===== src/rtl/data_mem_arbiter_pkg.sv =====
// Shared types for the DataMemory arbiter: FSM states, port ids and the
// read-return tag that travels alongside each memory read.
package data_mem_arb_pkg;

  typedef enum logic [1:0] {
    ARB       = 2'd0,
    LD_FORCE  = 2'd1,
    LD_LOCKED = 2'd2
  } arb_state_t;

  typedef enum logic {
    PORT_CPU = 1'b0,
    PORT_LD  = 1'b1
  } port_id_t;

  typedef struct packed {
    logic     valid;
    port_id_t port;
  } rd_tag_t;

  // Writes still occupy a slot in the tag pipe, just with valid cleared.
  function automatic rd_tag_t make_tag(input logic is_read, input port_id_t port);
    rd_tag_t t;
    t.valid = is_read;
    t.port  = port;
    return t;
  endfunction

endpackage


===== src/rtl/data_mem_arbiter_if.sv =====
// Bus bundle for the arbiter: CPU data port, loader port and DataMemory side.
// The arbiter uses the slave view; requesters and memory use the master view.
interface data_mem_arbiter_if #(
  parameter int ADDR_W = 32,
  parameter int DATA_W = 32
);

  logic              cpu_req;
  logic              cpu_we;
  logic [ADDR_W-1:0] cpu_addr;
  logic [DATA_W-1:0] cpu_wdata;
  logic              cpu_gnt;
  logic              cpu_stall;
  logic              cpu_rvalid;
  logic [DATA_W-1:0] cpu_rdata;

  logic              ld_req;
  logic              ld_we;
  logic [ADDR_W-1:0] ld_addr;
  logic [DATA_W-1:0] ld_wdata;
  logic              ld_lock;
  logic              ld_gnt;
  logic              ld_rvalid;
  logic [DATA_W-1:0] ld_rdata;

  logic [ADDR_W-1:0] mem_a;
  logic [DATA_W-1:0] mem_wd;
  logic              mem_we;
  logic [DATA_W-1:0] mem_rd;

  modport slave (
    input  cpu_req, cpu_we, cpu_addr, cpu_wdata,
    output cpu_gnt, cpu_stall, cpu_rvalid, cpu_rdata,
    input  ld_req, ld_we, ld_addr, ld_wdata, ld_lock,
    output ld_gnt, ld_rvalid, ld_rdata,
    output mem_a, mem_wd, mem_we,
    input  mem_rd
  );

  modport master (
    output cpu_req, cpu_we, cpu_addr, cpu_wdata,
    input  cpu_gnt, cpu_stall, cpu_rvalid, cpu_rdata,
    output ld_req, ld_we, ld_addr, ld_wdata, ld_lock,
    input  ld_gnt, ld_rvalid, ld_rdata,
    input  mem_a, mem_wd, mem_we,
    output mem_rd
  );

endinterface


===== src/rtl/data_mem_arbiter_rd_tag_pipe.sv =====
// Delay line for read-return tags; its depth matches the memory read latency
// so the tag leaves the pipe in the same cycle its data appears on mem_rd.
module rd_tag_pipe
  import data_mem_arb_pkg::*;
#(
  parameter int DEPTH = 1
) (
  input  logic    clk,
  input  logic    rst_n,
  input  rd_tag_t tag_in,
  output rd_tag_t tag_out
);

  rd_tag_t [DEPTH-1:0] stage_q;
  rd_tag_t [DEPTH-1:0] stage_d;

  always_comb begin
    stage_d    = stage_q;
    stage_d[0] = tag_in;
    for (int i = 1; i < DEPTH; i++) begin
      stage_d[i] = stage_q[i-1];
    end
  end

  // Clearing on reset drops every tag in flight, so no stale rvalid survives.
  always_ff @(posedge clk or negedge rst_n) begin
    if (!rst_n) begin
      stage_q <= '0;
    end else begin
      stage_q <= stage_d;
    end
  end

  assign tag_out = stage_q[DEPTH-1];

endmodule


===== src/rtl/data_mem_arbiter.sv =====
// Shares the single-port DataMemory between the CPU data port and the loader
// port: fixed CPU priority, a starvation guard for LD, and an LD lock.
module data_mem_arbiter
  import data_mem_arb_pkg::*;
#(
  parameter int ADDR_W     = 32,
  parameter int DATA_W     = 32,
  parameter int RD_LAT     = 1,
  parameter int STARVE_LIM = 4
) (
  input logic               clk,
  input logic               reset,
  data_mem_arbiter_if.slave bus
);

  localparam int CNT_W = $clog2(STARVE_LIM + 1);
  localparam logic [CNT_W-1:0] CNT_FORCE_AT = CNT_W'(STARVE_LIM - 1);
  localparam logic [CNT_W-1:0] CNT_ONE      = CNT_W'(1);

  arb_state_t        state_q;
  arb_state_t        state_d;
  logic [CNT_W-1:0]  starve_cnt_q;
  logic [CNT_W-1:0]  starve_cnt_d;

  logic              cpu_gnt;
  logic              ld_gnt;
  logic [ADDR_W-1:0] mem_a;
  logic [DATA_W-1:0] mem_wd;
  logic              mem_we;
  logic              rd_issue;
  rd_tag_t           push_tag;
  rd_tag_t           pop_tag;

  // Grants are decided from the live requests and the registered state; while
  // reset is held nothing is granted even if a requester is already asking.
  always_comb begin
    cpu_gnt      = 1'b0;
    ld_gnt       = 1'b0;
    state_d      = state_q;
    starve_cnt_d = starve_cnt_q;
    if (reset) begin
      unique case (state_q)
        ARB: begin
          cpu_gnt = bus.cpu_req;
          ld_gnt  = bus.ld_req & ~bus.cpu_req;
          if (bus.ld_req && !ld_gnt) begin
            starve_cnt_d = starve_cnt_q + CNT_ONE;
            if (starve_cnt_q == CNT_FORCE_AT) begin
              state_d = LD_FORCE;
            end
          end else begin
            starve_cnt_d = '0;
          end
          if (ld_gnt && bus.ld_lock) begin
            state_d = LD_LOCKED;
          end
        end
        LD_FORCE: begin
          ld_gnt       = bus.ld_req;
          cpu_gnt      = bus.cpu_req & ~bus.ld_req;
          starve_cnt_d = '0;
          state_d      = (ld_gnt && bus.ld_lock) ? LD_LOCKED : ARB;
        end
        LD_LOCKED: begin
          ld_gnt       = bus.ld_req;
          starve_cnt_d = '0;
          if (!bus.ld_lock) begin
            state_d = ARB;
          end
        end
        default: begin
          state_d      = ARB;
          starve_cnt_d = '0;
        end
      endcase
    end
  end

  always_ff @(posedge clk or negedge reset) begin
    if (!reset) begin
      state_q      <= ARB;
      starve_cnt_q <= '0;
    end else begin
      state_q      <= state_d;
      starve_cnt_q <= starve_cnt_d;
    end
  end

  // Memory-side mux: an idle cycle drives all zeros so the bus is quiet.
  always_comb begin
    mem_a    = '0;
    mem_wd   = '0;
    mem_we   = 1'b0;
    rd_issue = 1'b0;
    if (ld_gnt) begin
      mem_a    = bus.ld_addr;
      mem_wd   = bus.ld_wdata;
      mem_we   = bus.ld_we;
      rd_issue = ~bus.ld_we;
    end else if (cpu_gnt) begin
      mem_a    = bus.cpu_addr;
      mem_wd   = bus.cpu_wdata;
      mem_we   = bus.cpu_we;
      rd_issue = ~bus.cpu_we;
    end
  end

  assign push_tag = make_tag(rd_issue, ld_gnt ? PORT_LD : PORT_CPU);

  rd_tag_pipe #(
    .DEPTH (RD_LAT)
  ) u_rd_tag_pipe (
    .clk     (clk),
    .rst_n   (reset),
    .tag_in  (push_tag),
    .tag_out (pop_tag)
  );

  assign bus.mem_a      = mem_a;
  assign bus.mem_wd     = mem_wd;
  assign bus.mem_we     = mem_we;

  assign bus.cpu_gnt    = cpu_gnt;
  assign bus.cpu_stall  = reset & bus.cpu_req & ~cpu_gnt;
  assign bus.ld_gnt     = ld_gnt;

  assign bus.cpu_rvalid = pop_tag.valid & (pop_tag.port == PORT_CPU);
  assign bus.ld_rvalid  = pop_tag.valid & (pop_tag.port == PORT_LD);
  assign bus.cpu_rdata  = bus.mem_rd;
  assign bus.ld_rdata   = bus.mem_rd;

endmodule


===== src/flat_wrapper.sv =====
// flat-port wrapper written by rule: the top's interface ports become plain ports
module data_mem_arbiter_flat import data_mem_arb_pkg::*;
#(
  parameter int ADDR_W     = 32,
  parameter int DATA_W     = 32,
  parameter int RD_LAT     = 1,
  parameter int STARVE_LIM = 4
)
  (clk, reset, bus_cpu_req, bus_cpu_we, bus_cpu_addr, bus_cpu_wdata, bus_cpu_gnt, bus_cpu_stall, bus_cpu_rvalid, bus_cpu_rdata, bus_ld_req, bus_ld_we, bus_ld_addr, bus_ld_wdata, bus_ld_lock, bus_ld_gnt, bus_ld_rvalid, bus_ld_rdata, bus_mem_a, bus_mem_wd, bus_mem_we, bus_mem_rd);
  data_mem_arbiter_if #(.ADDR_W(ADDR_W), .DATA_W(DATA_W)) bus_i ();
  input logic clk;
  input logic reset;
  input wire logic [$bits(bus_i.cpu_req)-1:0] bus_cpu_req;
  input wire logic [$bits(bus_i.cpu_we)-1:0] bus_cpu_we;
  input wire logic [$bits(bus_i.cpu_addr)-1:0] bus_cpu_addr;
  input wire logic [$bits(bus_i.cpu_wdata)-1:0] bus_cpu_wdata;
  output wire logic [$bits(bus_i.cpu_gnt)-1:0] bus_cpu_gnt;
  output wire logic [$bits(bus_i.cpu_stall)-1:0] bus_cpu_stall;
  output wire logic [$bits(bus_i.cpu_rvalid)-1:0] bus_cpu_rvalid;
  output wire logic [$bits(bus_i.cpu_rdata)-1:0] bus_cpu_rdata;
  input wire logic [$bits(bus_i.ld_req)-1:0] bus_ld_req;
  input wire logic [$bits(bus_i.ld_we)-1:0] bus_ld_we;
  input wire logic [$bits(bus_i.ld_addr)-1:0] bus_ld_addr;
  input wire logic [$bits(bus_i.ld_wdata)-1:0] bus_ld_wdata;
  input wire logic [$bits(bus_i.ld_lock)-1:0] bus_ld_lock;
  output wire logic [$bits(bus_i.ld_gnt)-1:0] bus_ld_gnt;
  output wire logic [$bits(bus_i.ld_rvalid)-1:0] bus_ld_rvalid;
  output wire logic [$bits(bus_i.ld_rdata)-1:0] bus_ld_rdata;
  output wire logic [$bits(bus_i.mem_a)-1:0] bus_mem_a;
  output wire logic [$bits(bus_i.mem_wd)-1:0] bus_mem_wd;
  output wire logic [$bits(bus_i.mem_we)-1:0] bus_mem_we;
  input wire logic [$bits(bus_i.mem_rd)-1:0] bus_mem_rd;
  assign bus_i.cpu_req = bus_cpu_req;
  assign bus_i.cpu_we = bus_cpu_we;
  assign bus_i.cpu_addr = bus_cpu_addr;
  assign bus_i.cpu_wdata = bus_cpu_wdata;
  assign bus_cpu_gnt = bus_i.cpu_gnt;
  assign bus_cpu_stall = bus_i.cpu_stall;
  assign bus_cpu_rvalid = bus_i.cpu_rvalid;
  assign bus_cpu_rdata = bus_i.cpu_rdata;
  assign bus_i.ld_req = bus_ld_req;
  assign bus_i.ld_we = bus_ld_we;
  assign bus_i.ld_addr = bus_ld_addr;
  assign bus_i.ld_wdata = bus_ld_wdata;
  assign bus_i.ld_lock = bus_ld_lock;
  assign bus_ld_gnt = bus_i.ld_gnt;
  assign bus_ld_rvalid = bus_i.ld_rvalid;
  assign bus_ld_rdata = bus_i.ld_rdata;
  assign bus_mem_a = bus_i.mem_a;
  assign bus_mem_wd = bus_i.mem_wd;
  assign bus_mem_we = bus_i.mem_we;
  assign bus_i.mem_rd = bus_mem_rd;
  data_mem_arbiter #(.ADDR_W(ADDR_W), .DATA_W(DATA_W), .RD_LAT(RD_LAT), .STARVE_LIM(STARVE_LIM)) u_core (.clk(clk), .reset(reset), .bus(bus_i));
endmodule

===== config.mk =====
export PLATFORM = sky130hd
export DESIGN_NAME = data_mem_arbiter_flat
export DESIGN_NICKNAME = d
export VERILOG_FILES = /design/src/rtl/data_mem_arbiter_pkg.sv /design/src/rtl/data_mem_arbiter_if.sv /design/src/rtl/data_mem_arbiter_rd_tag_pipe.sv /design/src/rtl/data_mem_arbiter.sv /design/src/flat_wrapper.sv
export SDC_FILE = /design/constraint.sdc
export NUM_CORES = 1
export LEC_CHECK = 0
export CORE_AREA = 2 2 117 119
export DETAILED_ROUTE_END_ITERATION = 10
export DIE_AREA = 0 0 119 121
export PLACE_DENSITY = 0.62
export RECOVER_POWER = 25
export SLEW_MARGIN = 20
export SYNTH_ARGS = -nofsm -noshare
export SYNTH_HDL_FRONTEND = slang
export SYNTH_HIERARCHICAL = 1
export SYNTH_SLANG_ARGS = --single-unit
export TNS_END_PERCENT = 50

===== constraint.sdc =====
create_clock -name clk -period 1.8 [get_ports clk]
set_input_delay 0.18 -clock clk [delete_from_list [all_inputs] [get_ports clk]]
set_output_delay 0.18 -clock clk [all_outputs]
set_load 0.01 [all_outputs]

==> changes_impl.md <==
## Flow update

- Finished Core Util: 0.3630
- Worst Hold Slack: 0.3600 ns
- Hold-fix buffers at CTS: 0
- Slew @ Worst Pin: 0.3046 ns
- Non-filler cells in the finished layout: 683
- Setup CP Type: reg2out
- Buffers excl. clock: 258
- Logic power comb: 3690 uW
- Invs w/o clock: 73
- Power Internal: 2467 uW
- Gr ovfl total: 0
- Family with the most delay on the worst path: buffers and inverters
- Clk cell area share: 0.01660
- Post-CTS Setup Bufs: 13
- Period utilisation layout: 1.177
- DR vias: 2986
- Leak pwr: 0.002597 uW
- Chip width: 119 um
- ANT nets after route: 0
- Comb. cell area: 0.001476 mm^2
- P_sw: 1806 uW
- R2r setup slk: 0.05 ns
- Design Power: 4273 uW
- Placed cell count: 649
- XORs/XNORs by Area: 0
- Setup crit end kind: output pin
- R2R depth: 9
- Setup Skew: 0.002044 ns
- Power share of the clock group: 0.088
- Max-cap viol count: 0
- Async SR Flop Fraction: 1.000
- WL met3: 1.073 mm
- Final hold violation count: 0
- H-tree levels: 1
- Largest stage delay, worst path: 0.35 ns
- Top power group: combinational logic
- Storage cell area: 175.2 um^2
- WP buf/inv: 5
- Sink Count: 7
- Count leader, synth: inv_1
- Ys flop type: dfrtp_1
- Crit path to: bus_mem_wd[14]
- Mux frac, synth: 0.2816
- Pin count of the biggest net entering global routing: 37
- Post-Place Setup Slack: -0.6325 ns
- Top area cell types: mux2i_1 (28%), buf_4 (21%), nand4_1 (17%), inv_1 (11%), dfrtp_1 (7.1%)
- FP Util: 0.1878
- Hold WC Path Type: in2out
- Final WS setup: -0.3194 ns
- Most frequent cells in the layout: clkdlybuf4s50_1 (135), inv_1 (69), nand4_1 (65), buf_2 (64), mux2i_1 (62)
- Run status: finished with violations
- Ys flops: 7
- Max VDD drop: 412.2 uV
- Tapcell count: 176
- Sequential share of power: 0.050
- Sequential-to-total area share from yosys stat: 0.07128
- Number of enable flip-flop cells: 0
- Top reg by flops: u_core/starve_cnt_q
- Final setup viols: 68
- Die Span Y: 121 um
- Failing checks: negative setup slack
- Final worst path period need: 2.119 ns
- Detail Placement HPWL: 7.413 mm
- Critical Path Stages: 9
- Multi-input combinational area share: 0.3109
- DIE AREA: 0.01440 mm^2
- Iter 0 DRT Violations: 97
- Final tally of max-slew violations: 0
- Signal buf overhead: 0.5316
- Synth Net Count: 514
- Filler instances: 1347
- Area delta synth->final: 93.28%
- Metal2 WL: 5.601 mm
- Diodes inserted: 0
- Synthesized cell area: 0.002457 mm^2
- CP Cell Sequence: inv_2 -> ha_4 -> nor2b_4 -> o2111ai_4 -> buf_8 -> buf_6 -> buf_12 -> mux2i_2 -> buf_2
- Unique cell types: 26
- Worst skew pair latency: 0.23 ns
- Hold Path Cell Cnt: 0
- CTS tree: yes
- Proportion of layout cells with a drive suffix above 1: 0.2880
- YS warnings: 6
- Switching part of the total: 0.4227
- GR Layer Usage met2: 0.2543
- Post-Syn Instances: 340
- Commonest cells in the synthesized netlist: inv_1 (73), buf_4 (69), mux2i_1 (68)
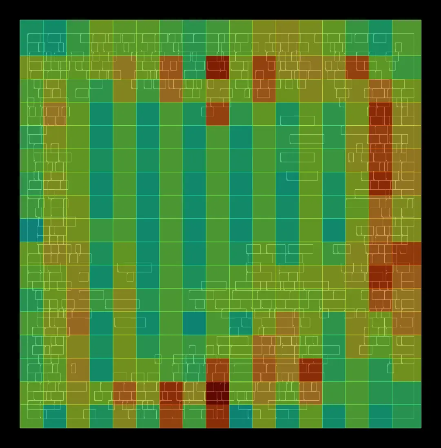
(images/congestion.png)
busiest layer in global routing: met2
per-cell routed wire length: 16.45 um
met1 global-route usage: 0.1558
Total GRT Usage: 0.1397

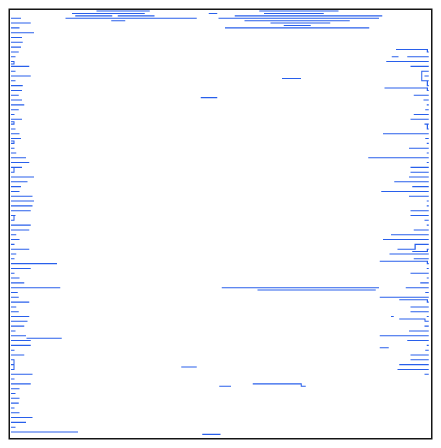
(images/layer_met3.png)
longest straight run: 45.1 um
wire length on this layer: 1070 um
nets with wire on the layer: 152
main direction: horizontal
share of all routed wire: 9.6%

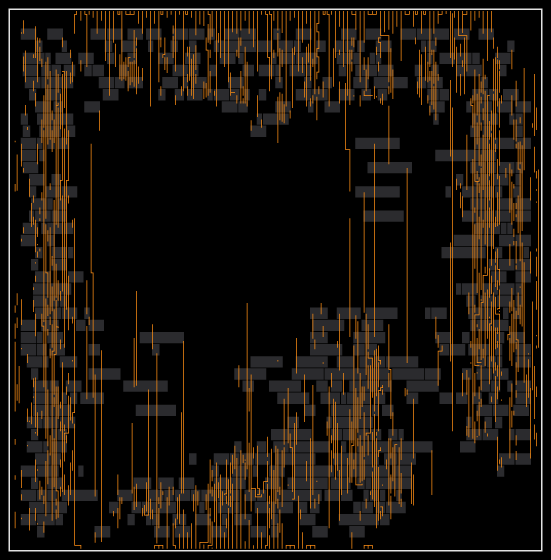
(images/layer_met2.png)
Cells faint in the background.
longest straight run: 72.4 um
wire length on this layer: 5600 um

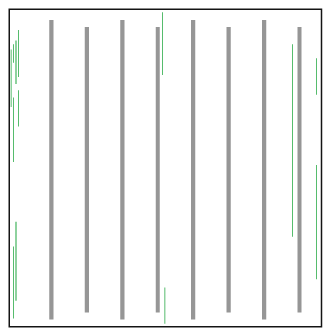
(images/layer_met4.png)
Supply wires on this layer in grey.
share of all routed wire: 2.9%
wire length on this layer: 326 um
longest straight run: 73.4 um
main direction: vertical

No activity file was given, so power comes from the tool's default toggle rates.
